io_fan.png
(10 px per µm)
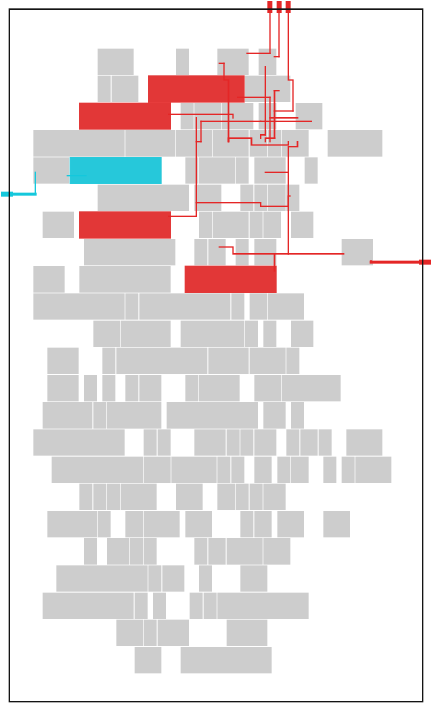
flops_by_reg.png
(6 px per µm)
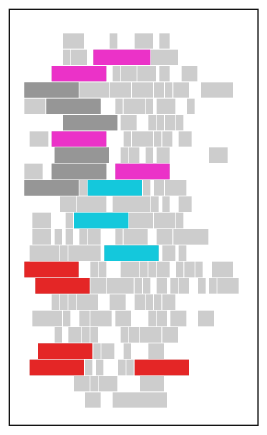
clk_routes.png
(6 px per µm)
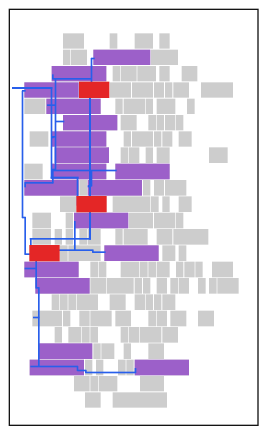
placement_by_type.png
(6 px per µm)
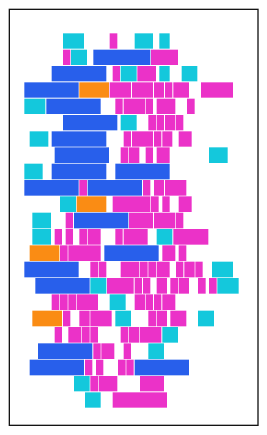
`src/rtl/otp_prog_pulse_ctrl_if.sv`:
```
// otp_prog_pulse_ctrl_if: controller-side signals of the OTP programming pulse timer
interface otp_prog_pulse_ctrl_if #(parameter int CNT_WIDTH = 4);
  logic prg;
  logic cell_selected;
  logic sense_blown;
  logic pulse_en;
  logic writing_successful;
  logic write_error;
  logic busy;
  logic [CNT_WIDTH-1:0] pulse_count;
  modport master (output prg, cell_selected, sense_blown,
                  input pulse_en, writing_successful, write_error, busy, pulse_count);
  modport slave (input prg, cell_selected, sense_blown,
                 output pulse_en, writing_successful, write_error, busy, pulse_count);
endinterface

```
`src/rtl/otp_prog_pulse_ctrl.sv`:
```
// otp_prog_pulse_ctrl: timed OTP program pulses with settle, verify and bounded retry
module otp_prog_pulse_ctrl #(
  parameter int PULSE_CYCLES = 16,
  parameter int SETTLE_CYCLES = 4,
  parameter int MAX_PULSES = 8,
  parameter int CNT_WIDTH = $clog2(MAX_PULSES + 1)
) (
  input logic clk,
  input logic reset,
  otp_prog_pulse_ctrl_if.slave bus
);
  localparam int TW = $clog2((PULSE_CYCLES > SETTLE_CYCLES ? PULSE_CYCLES : SETTLE_CYCLES) + 1);
  typedef enum logic [2:0] {IDLE, PULSE, SETTLE, SENSE, DONE, FAIL} state_t;
  state_t state, state_nxt;
  logic [TW-1:0] timer, timer_nxt;
  logic [CNT_WIDTH-1:0] cnt, cnt_nxt;
  logic sync1, sync2, go;
  logic pulse_en_q, busy_q, ok_q, err_q;
  always_ff @(posedge clk or posedge reset)
    if (reset) begin
      state <= IDLE;
      timer <= '0;
      cnt <= '0;
      sync1 <= 1'b0;
      sync2 <= 1'b0;
      pulse_en_q <= 1'b0;
      busy_q <= 1'b0;
      ok_q <= 1'b0;
      err_q <= 1'b0;
    end else begin
      state <= state_nxt;
      timer <= timer_nxt;
      cnt <= cnt_nxt;
      sync1 <= bus.sense_blown;
      sync2 <= sync1;
      pulse_en_q <= state_nxt == PULSE;
      busy_q <= state_nxt inside {PULSE, SETTLE, SENSE};
      ok_q <= state_nxt == DONE;
      err_q <= state_nxt == FAIL;
    end
  always_comb begin
    state_nxt = state;
    timer_nxt = timer + 1'b1;
    cnt_nxt = cnt;
    go = bus.prg & bus.cell_selected;
    case (state)
      IDLE: if (go) begin
        state_nxt = PULSE;
        timer_nxt = '0;
        cnt_nxt = CNT_WIDTH'(1);
      end
      PULSE: if (timer == TW'(PULSE_CYCLES - 1)) begin
        state_nxt = SETTLE;
        timer_nxt = '0;
      end
      SETTLE: if (timer == TW'(SETTLE_CYCLES - 1)) state_nxt = SENSE;
      SENSE: if (sync2) state_nxt = DONE;
        else if (cnt == CNT_WIDTH'(MAX_PULSES)) state_nxt = FAIL;
        else begin
          state_nxt = PULSE;
          timer_nxt = '0;
          cnt_nxt = cnt + 1'b1;
        end
      DONE, FAIL: if (!bus.cell_selected) state_nxt = IDLE;
      default: state_nxt = IDLE;
    endcase
    // losing go mid-attempt abandons the cell silently, taking priority over any verify result
    if (state inside {PULSE, SETTLE, SENSE} && !go) state_nxt = IDLE;
    if (state_nxt == IDLE) cnt_nxt = '0;
  end
  assign bus.pulse_en = pulse_en_q;
  assign bus.busy = busy_q;
  assign bus.writing_successful = ok_q;
  assign bus.write_error = err_q;
  assign bus.pulse_count = cnt;
endmodule
```
`src/flat_wrapper.sv`:
```
// flat-port wrapper written by rule: the top's interface ports become plain ports
module otp_prog_pulse_ctrl_flat 
#(
  parameter int PULSE_CYCLES = 16,
  parameter int SETTLE_CYCLES = 4,
  parameter int MAX_PULSES = 8,
  parameter int CNT_WIDTH = $clog2(MAX_PULSES + 1)
)
  (clk, reset, bus_prg, bus_cell_selected, bus_sense_blown, bus_pulse_en, bus_writing_successful, bus_write_error, bus_busy, bus_pulse_count);
  otp_prog_pulse_ctrl_if #(.CNT_WIDTH(CNT_WIDTH)) bus_i ();
  input logic clk;
  input logic reset;
  input wire logic [$bits(bus_i.prg)-1:0] bus_prg;
  input wire logic [$bits(bus_i.cell_selected)-1:0] bus_cell_selected;
  input wire logic [$bits(bus_i.sense_blown)-1:0] bus_sense_blown;
  output wire logic [$bits(bus_i.pulse_en)-1:0] bus_pulse_en;
  output wire logic [$bits(bus_i.writing_successful)-1:0] bus_writing_successful;
  output wire logic [$bits(bus_i.write_error)-1:0] bus_write_error;
  output wire logic [$bits(bus_i.busy)-1:0] bus_busy;
  output wire logic [$bits(bus_i.pulse_count)-1:0] bus_pulse_count;
  assign bus_i.prg = bus_prg;
  assign bus_i.cell_selected = bus_cell_selected;
  assign bus_i.sense_blown = bus_sense_blown;
  assign bus_pulse_en = bus_i.pulse_en;
  assign bus_writing_successful = bus_i.writing_successful;
  assign bus_write_error = bus_i.write_error;
  assign bus_busy = bus_i.busy;
  assign bus_pulse_count = bus_i.pulse_count;
  otp_prog_pulse_ctrl #(.PULSE_CYCLES(PULSE_CYCLES), .SETTLE_CYCLES(SETTLE_CYCLES), .MAX_PULSES(MAX_PULSES), .CNT_WIDTH(CNT_WIDTH)) u_core (.clk(clk), .reset(reset), .bus(bus_i));
endmodule
```
`config.mk`:
```
export PLATFORM = sky130hd
export DESIGN_NAME = otp_prog_pulse_ctrl_flat
export DESIGN_NICKNAME = d
export VERILOG_FILES = /design/src/rtl/otp_prog_pulse_ctrl_if.sv /design/src/rtl/otp_prog_pulse_ctrl.sv /design/src/flat_wrapper.sv
export SDC_FILE = /design/constraint.sdc
export NUM_CORES = 1
export LEC_CHECK = 0
export ABC_AREA = 1
export CAP_MARGIN = 20
export CORE_ASPECT_RATIO = 1.75
export CORE_MARGIN = 2
export CORE_UTILIZATION = 40
export DETAILED_ROUTE_END_ITERATION = 8
export PLACE_DENSITY = 0.72
export SETUP_SLACK_MARGIN = 0.4
export SLEW_MARGIN = 20
export SYNTH_ARGS = -nofsm -noshare
export SYNTH_HDL_FRONTEND = slang
export SYNTH_SLANG_ARGS = --single-unit
```
`constraint.sdc`:
```
create_clock -name clk -period 1.66 [get_ports clk]
set_input_delay 0.166 -clock clk [delete_from_list [all_inputs] [get_ports clk]]
set_output_delay 0.166 -clock clk [all_outputs]
set_load 0.02 [all_outputs]
```
==> GITHUB_STEP_SUMMARY <==
### Flow metrics

| Metric | Value |
|---|---|
| Status | finished, violations left |
| Violated checks | negative setup slack |
| Startpoint of the most critical setup path | u_core.timer[1]$_DFF_PP0_ |
| Share of post-route cells with drive strength above 1 | 36.2% |
| Chip area from the yosys synthesis statistics | 968 µm² |
| Drt via density | ~4.9 |
| Category of cells accounting for the largest share of critical-path delay | simple AND/OR/NAND/NOR gates |
| WP data arrival | 1.84 ns |
| Worst path bufs/invs | 2 |
| Residual DRC count | 0 |
| Layout overhead on the synthesized area | 40.1% |
| Clock-pin slew of the registers on the worst-case setup and hold paths | 0.07 ns |
| Reg area | 452 µm² |
| Number of antenna violations at the first check in global routing | 0 |
| Setup TNS | -0.124 ns |
| Number of buffers inserted by hold repair at cts | 0 |
| Last weighted congestion value of the routability-driven placer | 0.800 |
| Die area | 2850 µm² |
| Met3 routed wirelength | 94 µm |
| Largest vdd supply drop | ~940 µV |
| Met3 routing resource usage after global routing | roughly 2.9% |
| Number of hold violations in the final report | 0 |
| Post-synth ARST share | 100% |
| Top cells by area in the synthesized netlist | dfrtp_1 47%, inv_1 9.7%, nand2_1 8.9%, nand3_1 7.8%, ha_1 6.5% |
| Combinational cell area excluding buffers and inverters | 505 µm² |
| Final min period | 1.70 ns |
| Overflow after GRT | 0 |
| Clock tree from TritonCTS | done |
| Antenna-violating nets left | 0 |
| Post-synthesis cell type with the largest combined area | dfrtp_1 |
| Count of plain and timing-repair buffers in the layout | 26 |
| Final setup slack of the worst path | -0.0412 ns |
| Top logic cell family in the synthesized netlist | simple AND/OR/NAND/NOR gates |
| Setup slack, reg-to-reg | -0.04 ns |
| Leakage power | 0.745 nW |
| Clkbuf count | 4 |
| Syn nets | 129 |
| Crit path top cell by count | nand3_2 |
| Worst setup path endpoint | u_core.bus.pulse_count[1]$_DFFE_PP0P_ |
| Pre-Place Util | 42.1% |
| CTS Sinks | 18 |
| Die X-Extent | 41.2 µm |
| Transition at the pin with the smallest max-transition slack | slightly above 0.3 ns |
| Reg2Reg Capture Point | u_core.bus.pulse_count[1]$_DFFE_PP0P_ |
| Final clock-cell share | roughly 4.1% |
| List of cells traversed by the critical path | ha_2, nand3_2, inv_2, ha_4, inv_2, nand3_2, nand3_2, o21ai_4, nand3_4, nand3_2, nand2_1 |
| Routed length per instance | 12.2 µm |
| Most area-hungry cell class in the final design | multi-input combinational cells |
| Met2 wire length | 1140 µm |
| Count of library flops with an enable pin | 0 |
| Number of iterations in the first detailed-routing pass | 4 |
| Post-synthesis instance area | 968 µm² |
| GRT met1 Usage | a little over a fifth |
| Average instance area after synthesis | 8.14 µm² |
| Met1 wire length | 829 µm |
| Top post-synthesis cells by count | 25 x inv_1, 23 x nand2_1, 18 x dfrtp_1, 15 x nand3_1, 10 x nor2_1 |
| Sequential cell count | 18 |
| Class of the tightest hold or removal check | primary input to asynchronous set/reset pin |
| GRT met2 Usage | about a quarter |
| Dominant flop cell | dfrtp_1 |
| Root buf cell | clkbuf_8 |
| Worst R2R Path Depth | 11 |
| AO/OA Area Share | 5.43% |
| Number of buffers created by CTS | 3 |
| Endpoint required time on the critical path | roughly 1.8 ns |
| Area share, top type | between 40% and 50% |
| Sum of routed wire length over all layers | 2120 µm |
| Filler instances | 214 |
| Max transition margin | 79.4% |
| H-tree level count | 1 |
| Number of multi-input combinational cells | 73 |
| Number of inverters outside the clock class in the layout | 28 |
| Post-synthesis cell count | ~120 |
| Area share of buffers outside the clock network | 15.3% |
| Number of warnings reported in the yosys synthesis log | 0 |
| Critical Path Stages | 11 |
| Path type of the worst setup path | flip-flop to flip-flop |
| Violation count after the first detailed-routing iteration | 15 |
| Max_cap viols | 0 |
| Top achievable clock speed | roughly 600 MHz |
| Setup repair after global routing missed its margin | yes |
| N_diodes | 0 |
| Number of storage elements in the synthesis netlist | 18 |
| Post-Synth Adder-Cell Area | 6.46% |
| Fin crit share | 102% |
| Power per standard cell area | 1190 nW/µm² |
| HPWL after detailed placement | 1400 µm |
| Crit-path max cell delay | 0.37 ns |
| Uppermost routed layer | met4 |
| Global-route wire length before repair | 3360 µm |
| Pre-CTS setup slack | -0.0215 ns |
| Max Fanout on Critical Path | 7 |
| Synth Seq Share | 46.5% |
| Warning total across the stage logs | 31 |
| Number of unique standard cell types used by synthesis | 21 |
| Area share of xor/xnor cells in the synthesized design | under 10% |
| Multiplexer fraction of the synthesized cell area | 0% |
| Cell type of the slowest stage on the worst timing path | dfrtp_1 |
| R2R Path Start | u_core.timer[1]$_DFF_PP0_ |
| Simple Share, Synth | 28.0% |
| Global-route usage over all layers | 17.1% |
| Grt peak-use layer | met2 |
| Final setup viols | 4 |
| Maximum number of pins on one net before global-route repair | 19 |
| Post-layout nets | 160 |
| Number of max-slew violations in the final report | 0 |
| Logic gate fraction of the total cell area | 37.3% |
| Launching element type of the critical path | flip-flop |
| Vias in the first global route | roughly 760 |
| Worst setup EP type | flip-flop |
| Deepest clock path buffer count | 2 |
| Number of cells in the yosys synthesis report | roughly 120 |
| Vias after detailed routing | 858 |
| Total number of tap cells | 25 |
| DIE HEIGHT | between 60 and 70 µm |
| Most frequent cell after synthesis | inv_1 |
## Picture notes: io_fan.png
[cyan] `bus_sense_blown` | bits: 1 | direction: input | end cells: 1 | buffers: 1 | wire: 6.10 µm
[red] `bus_pulse_count` | bits: 4 | direction: output | end cells: 4 | buffers: 6 | wire: 142 µm
IO buf count: 12
ports placed on the boundary: 13

## Picture notes: flops_by_reg.png
[red] `u_core.timer` | placed flops: 5 | where: bottom left
[cyan] `u_core.state` | placed flops: 3
[magenta] `u_core.bus.pulse_count` | placed flops: 4
not colored: 6
share of cell area taken by flip-flops and latches: 33.3%
Flop+latch power: 0.585 mW

## Picture notes: clk_routes.png
[red] clock drivers | count: 3
[purple] flip-flops | count: 18
[blue] clock wires | length: 212 µm
routed clock nets: 4
Clock group: 0.348 mW
clk latency late pin: 0.25 ns
Final Skew: 0.00557 ns

## Picture notes: placement_by_type.png
[blue] flops | cells: 18
[orange] clock drivers and dummy loads | cells: 4
[cyan] other buffers and delay cells | cells: 26
[magenta] combinational and other logic | cells: 101
Post-Route Utilization: 58.9%
area of the core: 2300 µm²
cell area after layout: 1360 µm²
number of placement rows: 23

## repair_timing
item	4_1_cts	5_1_grt
setup endpoints to repair	24	18
pin swaps	3	11
buffers inserted	4	6
resized	20	16
## logic make-up (layout without fill, tap and decap cells)
logic type	count (synthesis)	after routing
buf+inv	28	58
flops	18	18
fa+ha+maj	5	5
compound gates	7	7
xor+xnor	3	3
simple gates	58	58
## metrics by stage
step	instances	instance area, µm²	power, mW	hold slack, ns
floorplan	119	987	0.937	0.105
global placement	160	1170	1.10	0.340
detailed placement	160	1170	1.12	0.344
CTS	168	1260	1.53	0.223
global route	174	1360	1.73	0.254
finish	174	1360	1.62	0.224
## sequential cells by signal, summed over array words and instances (netlist names)
register / cells
u_core.timer: 5
u_core.bus.pulse_count: 4
u_core.state: 3
u_core.bus.busy: 1
u_core.bus.pulse_en: 1
u_core.bus.write_error: 1
u_core.bus.writing_successful: 1
u_core.sync1: 1
u_core.sync2: 1
## cells in the final DEF, fill, tap and decap left out, types with 2 or more instances in the layout
cell / count
clkbuf_2: 2
nand4_1: 2
inv_1: 20
nand2_4: 3
dfrtp_1: 17
dlygate4sd2_1: 6
nand2_2: 3
clkbuf_8: 4
inv_2: 8
clkdlybuf4s50_1: 4
nor3_1: 2
buf_4: 14
nand3_1: 6
nand3_2: 9
xor2_1: 2
nand2_1: 18
ha_1: 2
ha_2: 2
o21ai_1: 2
nor2_1: 9
nor2_2: 4
## where the power goes
group / internal, mW / total, mW / switching, mW / leakage [nW]
Combinational: 0.296 / 0.684 / 0.387 / 0.480
Clock: 0.211 / 0.348 / 0.137 / 0.0288
Sequential: 0.521 / 0.585 / 0.0640 / 0.237
Total: 1.03 / 1.62 / 0.589 / 0.745
Power is estimated from default activity; no workload was simulated.
